`src/rtl/master_seq_pkg.sv`:
```
// Shared opcodes, counter/bank op codes, FSM state type and instruction-width helpers
// for the master sequencer.
package master_seq_pkg;

  localparam logic [3:0] OP_LOAD_N  = 4'b0000;
  localparam logic [3:0] OP_LOAD_K  = 4'b0001;
  localparam logic [3:0] OP_LOAD_C  = 4'b0010;
  localparam logic [3:0] OP_READ_N  = 4'b0011;
  localparam logic [3:0] OP_CHG_RB  = 4'b0100;
  localparam logic [3:0] OP_CONV    = 4'b1010;
  localparam logic [3:0] OP_REPEAT  = 4'b1111;

  localparam logic [1:0] CNT_INIT = 2'b00;
  localparam logic [1:0] CNT_HOLD = 2'b01;
  localparam logic [1:0] CNT_INCR = 2'b10;
  localparam logic [1:0] CNT_JUMP = 2'b11;

  localparam logic [1:0] BNK_ZERO = 2'b00;
  localparam logic [1:0] BNK_INCR = 2'b10;

  typedef enum logic [1:0] {S_IDLE, S_ARMED, S_RUN} state_t;

  function automatic int f_insw(input int depth);
    return (depth > 2) ? depth : 2;
  endfunction

  function automatic int f_insd(input int depth, input int w);
    return ((1 << depth) > w) ? (1 << depth) : w;
  endfunction

  function automatic int f_inswidth(input int depth, input int w);
    return 4 + 2 + 2 * f_insw(depth) + f_insd(depth, w);
  endfunction

  // Only these opcodes can be replayed by a REPEAT burst.
  function automatic logic f_is_buf(input logic [3:0] op);
    return (op == OP_LOAD_N) || (op == OP_LOAD_K) || (op == OP_READ_N) || (op == OP_CONV);
  endfunction

endpackage

```
`src/rtl/master_sequencer_addr_gen.sv`:
```
// Row/column address generator: address = row*step + col, mod 2^AB.
// In auto mode the op is forced to INCR, or JUMP at the end of a row.
module seq_addr_gen import master_seq_pkg::*; #(
  parameter int AB = 11,
  parameter int AL = 7
) (
  input  logic          i_clk,
  input  logic          i_rst_n,
  input  logic          i_en,
  input  logic          i_auto,
  input  logic [1:0]    i_op,
  input  logic [AL-1:0] i_step,
  input  logic [AL-1:0] i_row_len,
  output logic [AB-1:0] o_addr
);

  logic [AB-1:0] r_row, r_col;
  logic [AB-1:0] w_prod;
  logic [1:0]    w_op;
  logic          w_wrap;

  // rowLen of zero means "no row length": never auto-jump.
  assign w_wrap = (i_row_len != '0) && (r_col == (AB'(i_row_len) - AB'(1)));
  assign w_op   = i_auto ? (w_wrap ? CNT_JUMP : CNT_INCR) : i_op;
  assign w_prod = r_row * AB'(i_step);
  assign o_addr = w_prod + r_col;

  always_ff @(posedge i_clk or negedge i_rst_n) begin
    if (!i_rst_n) begin
      r_row <= '0;
      r_col <= '0;
    end else if (i_en) begin
      unique case (w_op)
        CNT_INIT: begin r_row <= '0; r_col <= '0; end
        CNT_HOLD: ;
        CNT_INCR: r_col <= r_col + AB'(1);
        CNT_JUMP: begin r_col <= '0; r_row <= r_row + AB'(1); end
        default: ;
      endcase
    end
  end

endmodule

```
`src/rtl/master_sequencer.sv`:
```
// CNN accelerator instruction sequencer: decodes buffer/constant instructions and
// replays a buffer instruction in hardware after a REPEAT.
module master_sequencer import master_seq_pkg::*; #(
  parameter  int DEPTH    = 2,
  parameter  int AB       = 11,
  parameter  int AL       = 7,
  parameter  int W        = 16,
  parameter  int CW       = 8,
  localparam int INSW     = f_insw(DEPTH),
  localparam int INSD     = f_insd(DEPTH, W),
  localparam int INSWIDTH = f_inswidth(DEPTH, W)
) (
  input  logic                CLK,
  input  logic                RST_N,
  input  logic                insValid,
  output logic                insReady,
  input  logic [INSWIDTH-1:0] instruction,
  output logic                readBufferSelect,
  output logic [AB-1:0]       nReadAddress,
  output logic [AB-1:0]       nWriteAddress,
  output logic [AB-1:0]       kBuffAddress,
  output logic                nRWrite,
  output logic                nWWrite,
  output logic                kWrite,
  output logic [DEPTH-1:0]    nBankSel,
  output logic [DEPTH-1:0]    kBankSel,
  output logic [W-1:0]        dataOut,
  output logic                busy
);

  logic [3:0]      w_in_op;
  logic [1:0]      w_in_ins1;
  logic [INSW-1:0] w_in_ins2, w_in_ins3;
  logic [INSD-1:0] w_in_last;
  logic            w_unused;

  assign {w_in_op, w_in_ins1, w_in_ins2, w_in_ins3, w_in_last} = instruction;
  assign w_unused = &{1'b0, w_in_ins3, w_in_ins2, w_in_last};

  state_t          r_state, w_state_nxt;
  logic            w_start;
  logic [CW-1:0]   r_count, r_remain;
  logic [3:0]      r_lat_op;
  logic [W-1:0]    r_lat_data;

  logic [AL-1:0]   r_n_step, r_k_step, r_w_step, r_row_len;
  logic [DEPTH-1:0] r_nbank, r_kbank;
  logic            r_rbs, r_nrw, r_nww, r_kw;
  logic [W-1:0]    r_data;

  logic            w_run, w_accept, w_exec;
  logic [3:0]      w_op;
  logic [W-1:0]    w_data;
  logic [1:0]      w_bank_op;
  logic            w_nr_en, w_nw_en, w_k_en, w_n_bank_op, w_k_bank_op;

  assign w_run     = (r_state == S_RUN);
  assign insReady  = !w_run;
  assign busy      = w_run;
  assign w_accept  = insValid && insReady;
  assign w_exec    = w_accept || w_run;
  assign w_op      = w_run ? r_lat_op : w_in_op;
  assign w_data    = w_run ? r_lat_data : w_in_last[W-1:0];
  assign w_bank_op = w_in_ins2[1:0];

  assign w_nr_en     = w_exec && ((w_op == OP_LOAD_N) || (w_op == OP_READ_N));
  assign w_nw_en     = w_exec && (w_op == OP_CONV);
  assign w_k_en      = w_exec && (w_op == OP_LOAD_K);
  // Bank selects hold during a burst; only a host-issued instruction moves them.
  assign w_n_bank_op = w_accept && ((w_in_op == OP_LOAD_N) || (w_in_op == OP_READ_N));
  assign w_k_bank_op = w_accept && (w_in_op == OP_LOAD_K);

  always_ff @(posedge CLK or negedge RST_N) begin
    if (!RST_N) r_state <= S_IDLE;
    else        r_state <= w_state_nxt;
  end

  always_comb begin
    w_state_nxt = r_state;
    w_start     = 1'b0;
    unique case (r_state)
      S_IDLE:  if (w_accept && (w_in_op == OP_REPEAT)) w_state_nxt = S_ARMED;
      S_ARMED: if (w_accept) begin
        if (w_in_op == OP_REPEAT) begin
          w_state_nxt = S_ARMED;
        end else if (f_is_buf(w_in_op) && (r_count != '0)) begin
          w_state_nxt = S_RUN;
          w_start     = 1'b1;
        end else begin
          w_state_nxt = S_IDLE;
        end
      end
      S_RUN:   if (r_remain == CW'(1)) w_state_nxt = S_IDLE;
      default: w_state_nxt = S_IDLE;
    endcase
  end

  always_ff @(posedge CLK or negedge RST_N) begin
    if (!RST_N) begin
      r_count    <= '0;
      r_remain   <= '0;
      r_lat_op   <= '0;
      r_lat_data <= '0;
    end else begin
      if (w_accept && (w_in_op == OP_REPEAT)) r_count <= w_in_last[CW-1:0];
      if (w_start) begin
        r_remain   <= r_count;
        r_lat_op   <= w_in_op;
        r_lat_data <= w_in_last[W-1:0];
      end else if (w_run) begin
        r_remain   <= r_remain - CW'(1);
      end
    end
  end

  always_ff @(posedge CLK or negedge RST_N) begin
    if (!RST_N) begin
      r_n_step  <= '0;
      r_k_step  <= '0;
      r_w_step  <= '0;
      r_row_len <= '0;
      r_nbank   <= '0;
      r_kbank   <= '0;
      r_rbs     <= 1'b0;
      r_nrw     <= 1'b0;
      r_nww     <= 1'b0;
      r_kw      <= 1'b0;
      r_data    <= '0;
    end else begin
      r_nrw <= w_exec && (w_op == OP_LOAD_N);
      r_nww <= w_exec && (w_op == OP_CONV);
      r_kw  <= w_exec && (w_op == OP_LOAD_K);
      if (w_exec && f_is_buf(w_op)) r_data <= w_data;
      if (w_accept && (w_in_op == OP_LOAD_C)) begin
        unique case (w_bank_op)
          2'd0:    r_n_step  <= w_in_last[AL-1:0];
          2'd1:    r_k_step  <= w_in_last[AL-1:0];
          2'd2:    r_w_step  <= w_in_last[AL-1:0];
          default: r_row_len <= w_in_last[AL-1:0];
        endcase
      end
      if (w_accept && (w_in_op == OP_CHG_RB)) r_rbs <= !r_rbs;
      if (w_n_bank_op) begin
        if (w_bank_op == BNK_ZERO)      r_nbank <= '0;
        else if (w_bank_op == BNK_INCR) r_nbank <= r_nbank + DEPTH'(1);
      end
      if (w_k_bank_op) begin
        if (w_bank_op == BNK_ZERO)      r_kbank <= '0;
        else if (w_bank_op == BNK_INCR) r_kbank <= r_kbank + DEPTH'(1);
      end
    end
  end

  seq_addr_gen #(.AB(AB), .AL(AL)) u_nread (
    .i_clk(CLK), .i_rst_n(RST_N), .i_en(w_nr_en), .i_auto(w_run), .i_op(w_in_ins1),
    .i_step(r_n_step), .i_row_len(r_row_len), .o_addr(nReadAddress)
  );

  seq_addr_gen #(.AB(AB), .AL(AL)) u_nwrite (
    .i_clk(CLK), .i_rst_n(RST_N), .i_en(w_nw_en), .i_auto(w_run), .i_op(w_in_ins1),
    .i_step(r_w_step), .i_row_len(r_row_len), .o_addr(nWriteAddress)
  );

  seq_addr_gen #(.AB(AB), .AL(AL)) u_kernel (
    .i_clk(CLK), .i_rst_n(RST_N), .i_en(w_k_en), .i_auto(w_run), .i_op(w_in_ins1),
    .i_step(r_k_step), .i_row_len(r_row_len), .o_addr(kBuffAddress)
  );

  assign readBufferSelect = r_rbs;
  assign nRWrite          = r_nrw;
  assign nWWrite          = r_nww;
  assign kWrite           = r_kw;
  assign nBankSel         = r_nbank;
  assign kBankSel         = r_kbank;
  assign dataOut          = r_data;

endmodule

```
`config.mk`:
```
export PLATFORM = sky130hd
export DESIGN_NAME = master_sequencer
export DESIGN_NICKNAME = d
export VERILOG_FILES = /design/src/rtl/master_seq_pkg.sv /design/src/rtl/master_sequencer_addr_gen.sv /design/src/rtl/master_sequencer.sv
export SDC_FILE = /design/constraint.sdc
export NUM_CORES = 1
export LEC_CHECK = 0
export CORE_ASPECT_RATIO = 1.2
export CORE_MARGIN = 4
export CORE_UTILIZATION = 61
export CTS_CLUSTER_SIZE = 28
export DETAILED_ROUTE_END_ITERATION = 8
export PLACE_DENSITY = 0.92
export SYNTH_ARGS = -nofsm -noshare
export SYNTH_HDL_FRONTEND = slang
export SYNTH_SLANG_ARGS = --single-unit
```
`constraint.sdc`:
```
create_clock -name CLK -period 5.6 [get_ports CLK]
set_input_delay 0.84 -clock CLK [delete_from_list [all_inputs] [get_ports CLK]]
set_output_delay 0.84 -clock CLK [all_outputs]
set_load 0.03 [all_outputs]
```
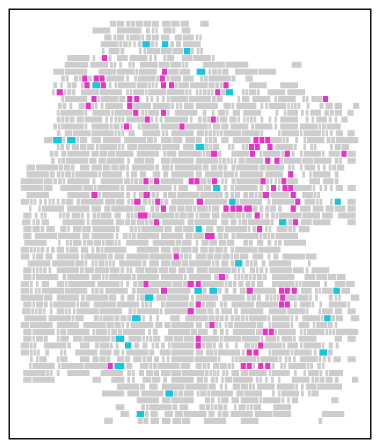
gate_families.png
legend:
  magenta:
    family: AND and OR gates
    cells: 96
    most_used: and2_1
  cyan:
    family: AND-OR and OR-AND gates
    cells: 27
    most_used: a22o_1

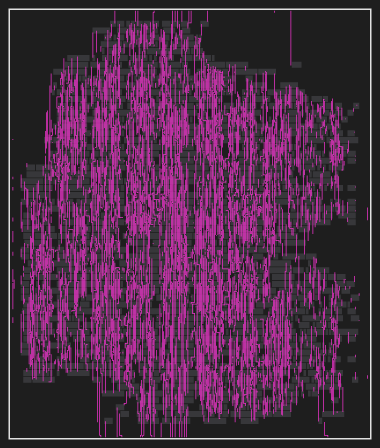
met2.png
longest straight run: 46.9 µm
wire length on this layer: 16600 µm
main direction: vertical
nets with wire on the layer: 1529

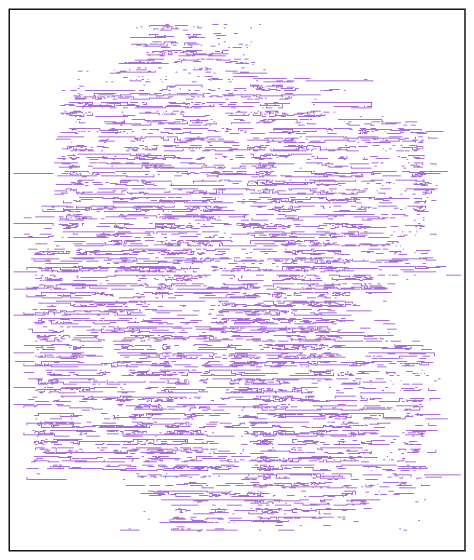
met1.png
share of all routed wire: 38%
longest straight run: 37.7 µm
wire length on this layer: 12500 µm
main direction: horizontal

==> CHANGELOG.md <==
### Physical design

* Most common logic cell in the routed design: nand2_1
* HPWL after detailed placement at 23.6 mm
* DR vias at 11100
* P_int at 2.99 mW
* Fin. max-slew vios at 0
* Final Net Count at 1775
* CP required at 4760 ps
* Critical path class: flip-flop to output port
* Power Dens Cells at 335 nW/µm²
* Ant diodes at 0
* Initial Util at 61.7%
* Logic area at 8540 µm²
* Most common logic cells in the final layout: nand2_1 (274), inv_1 (192), dfrtp_1 (149)
* CP Capture Point: nReadAddress[9]
* CP max FO at 4
* Count leader, synth: nand2_1
* Ys async rst share at 100%
* M1 GR Usage at 33.8%
* 1st-iter DRT viols at 1161
* Worst Path Buf+Inv at 5
* Crit path DAT at 4590 ps
* Total power at 5.08 mW
* Met2 Wirelength at 16.6 mm
* Largest stage delay, worst path at 540 ps
* Min-Delay Startpoint: r_lat_data[10]$_DFFE_PN0P_
* Biggest Area Class: multi-input combinational cells
* Hold endpoint: r_lat_data[10]$_DFFE_PN0P_
* CP Launch Point: u_nread.r_row[3]$_DFFE_PN0P_
* Clk pwr share at 23.4%
* Post-Route Setup TNS at 0 ps
* Post-synth top area cell: dfrtp_1
* Sequential share of cell area at 25.8%
* Area fraction of the dominant cell type after synthesis at 29.3%
* Global-route wire length before repair at 55.0 mm
* Post-layout period usage at 96.9%
* Worst path slowest cell: fa_1
* CTS buffer count at 17
* Met2 Use GR at 47.9%
* Ys flops at 156
* Root Buffer: clkbuf_16
* Crit-path cells: and2_1 -> fa_1 -> inv_1 -> fa_1 -> inv_1 -> fa_1 -> inv_1 -> fa_1 -> inv_1 -> ha_4 -> and2_1 -> o21bai_1 -> o41ai_2 -> xnor2_1 -> buf_4
* Status: complete, no violations
* Slew @ Worst Pin at 1230 ps
* RD Place Congestion at 0.935
* Gr usage total at 28.1%
* Ys cells at 1502
* Syn_area_per_cell at 8.88 µm²
* Final instance area at 15200 µm²
* Sw Pwr at 2.09 mW
* Worst Setup End Kind: output port
* Share of cells above drive strength 1 at 9.26%
* Leakage at 6.73 nW
* Combinational power share at 44.1%
* Yosys chip area at 13300 µm²
* Post-route DRC at 0
* Clk latency late pin at 430 ps
* Yosys warns at 0
* Worst min path class: flip-flop to flip-flop
* Post-DP Area at 14500 µm²
* VDD IR max at 366 µV
* Share of the yosys chip area belonging to registers at 29.3%
* Final worst slack at 173 ps
* Pre-antenna DRT Iters at 6
* Clock buffers at 20
* Die width at 143 µm
* Top sig layer: met4
* Logic share of the area at 56.2%
* Final Util at 70.2%
* Mapped Cells at 1502
* Cells after DPL at 1818
* Post-synthesis cell type count at 59
* Vias per inst at 6.01
* Sequential share of power at 32.4%
* R2R Setup Slk at 1180 ps
* Fin. Hold Viols at 0
* Antenna viol nets, final at 0
* Critical path's top delay family: adder cells
* Sw Ratio at 41.1%
* Global route overflow at 0
* Top cells by count: nand2_1 (274), inv_1 (192), dfrtp_1 (156)
* Final-layout clock-cell area share at 3.96%
* Die Height at 170 µm
* Post-CTS sizing at 10
* Setup Buffers After CTS at 0
* Register area at 3910 µm²
* Final Critical Period at 5430 ps
* Buffers, non-clock at 117
* Synthesized area at 13300 µm²
* Area growth syn-to-layout at 13.7%
* Fmax at 184 MHz
* Syn Nets at 1714
* Most used routing layer: met2
* Max Cap Viol at 0
* Tool warnings at 34
* Initial antenna violation count at 0
* Number of logic inverters in the finished layout at 193
* WHS Path Cells at 2
* Signal buf overhead at 6.99%
* Hold buffers post-CTS at 0
* Worst hold slack at 475 ps
* Largest net degree at the start of global routing at 107
* # IOs at 88
* CP Launch Type: flip-flop
* Setup Skew at 5.37 ps
* Tapcell Cnt at 274
* CP Depth at 15
* Top_reg_cell synth: dfrtp_1
* EDFF count, synth at 0
* Clk sinks at 156
* Worst slew margin at 18.0%
* Logic Gate Count at 1078
* Number of port buffers at 85
* CTS tree: done
* Met3 Use GR at 5.42%
* Max Buffers Root-to-Sink at 2
* Vias in the first global route at 11400
* Routed wire per std cell at 17.9 µm
* DIE AREA at 24300 µm²
* H-Tree Depth at 4
* Met3 wire len at 2.45 mm
* Worst-path clk slew at 60 ps
* Worst-case reg-to-reg path depth at 10
* Met1 WL at 12.5 mm
* WL final at 33.1 mm
* R2r endpoint: u_nread.r_row[4]$_DFFE_PN0P_
* Final-report setup violation count at 0
* Pre-CTS setup slack at 138 ps
* Top cells by area: dfrtp_1 (29%), fa_1 (16%), nand2_1 (7.7%), ha_1 (7.0%), inv_1 (5.4%)
* Worst reg2reg path startpoint: r_state[0]$_DFFE_PN0P_
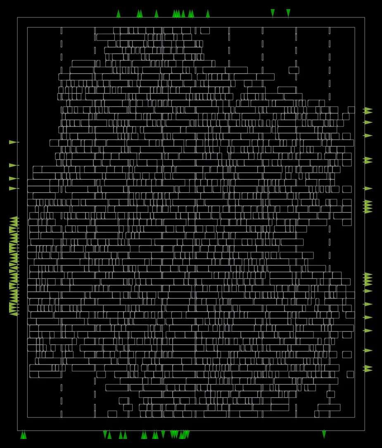
final_placement.png
fin cells: 1850
Seq cells: 156
core outline area: 21600 µm²
Fill cells: 1466
number of cell rows: 59

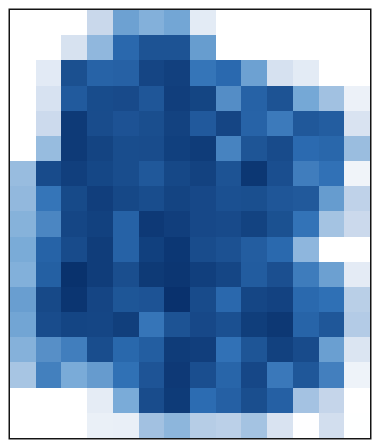
density.png
The die is cut into 14 by 17 equal tiles; white is low, dark blue is high, 0 to 100% covered.
densest ninth of the die: middle
emptiest ninth of the die: top right
fullest tile: 100%
mean over tiles: 61%
tiles over 75% full: 54%
nearly empty tiles: 14%

-- cells by family after synthesis --
kind of cell	synth area share [%]
xor gates and xnor gates	6.09
and+or+nand+nor	19.0
muxes	3.87
DFF	29.3
buffers and inverters	7.62
adders and majority gates	23.2
AOI/OAI and AO/OA	10.9
-- worst reg2reg max path: stages, from the launching register on --
cell	delay [ps]
dfrtp_1	420
nand2b_4	340
inv_2	670
o21ai_0	290
nor4_1	310
nand4_1	140
o31ai_1	340
ha_1	420
or4_1	780
or4_1	540
o21ai_0	90
-- power by group through the flow --
stage	logic, mW	clock network [mW]	registers [mW]
4_1_cts	2.23	1.19	1.63
6_report	2.24	1.19	1.65
2_1_floorplan	1.41	0	1.67
5_1_grt	2.48	1.25	1.68
3_3_place_gp	2.13	0	1.63
3_5_place_dp	2.21	0	1.64
Power is estimated from default activity; no workload was simulated.
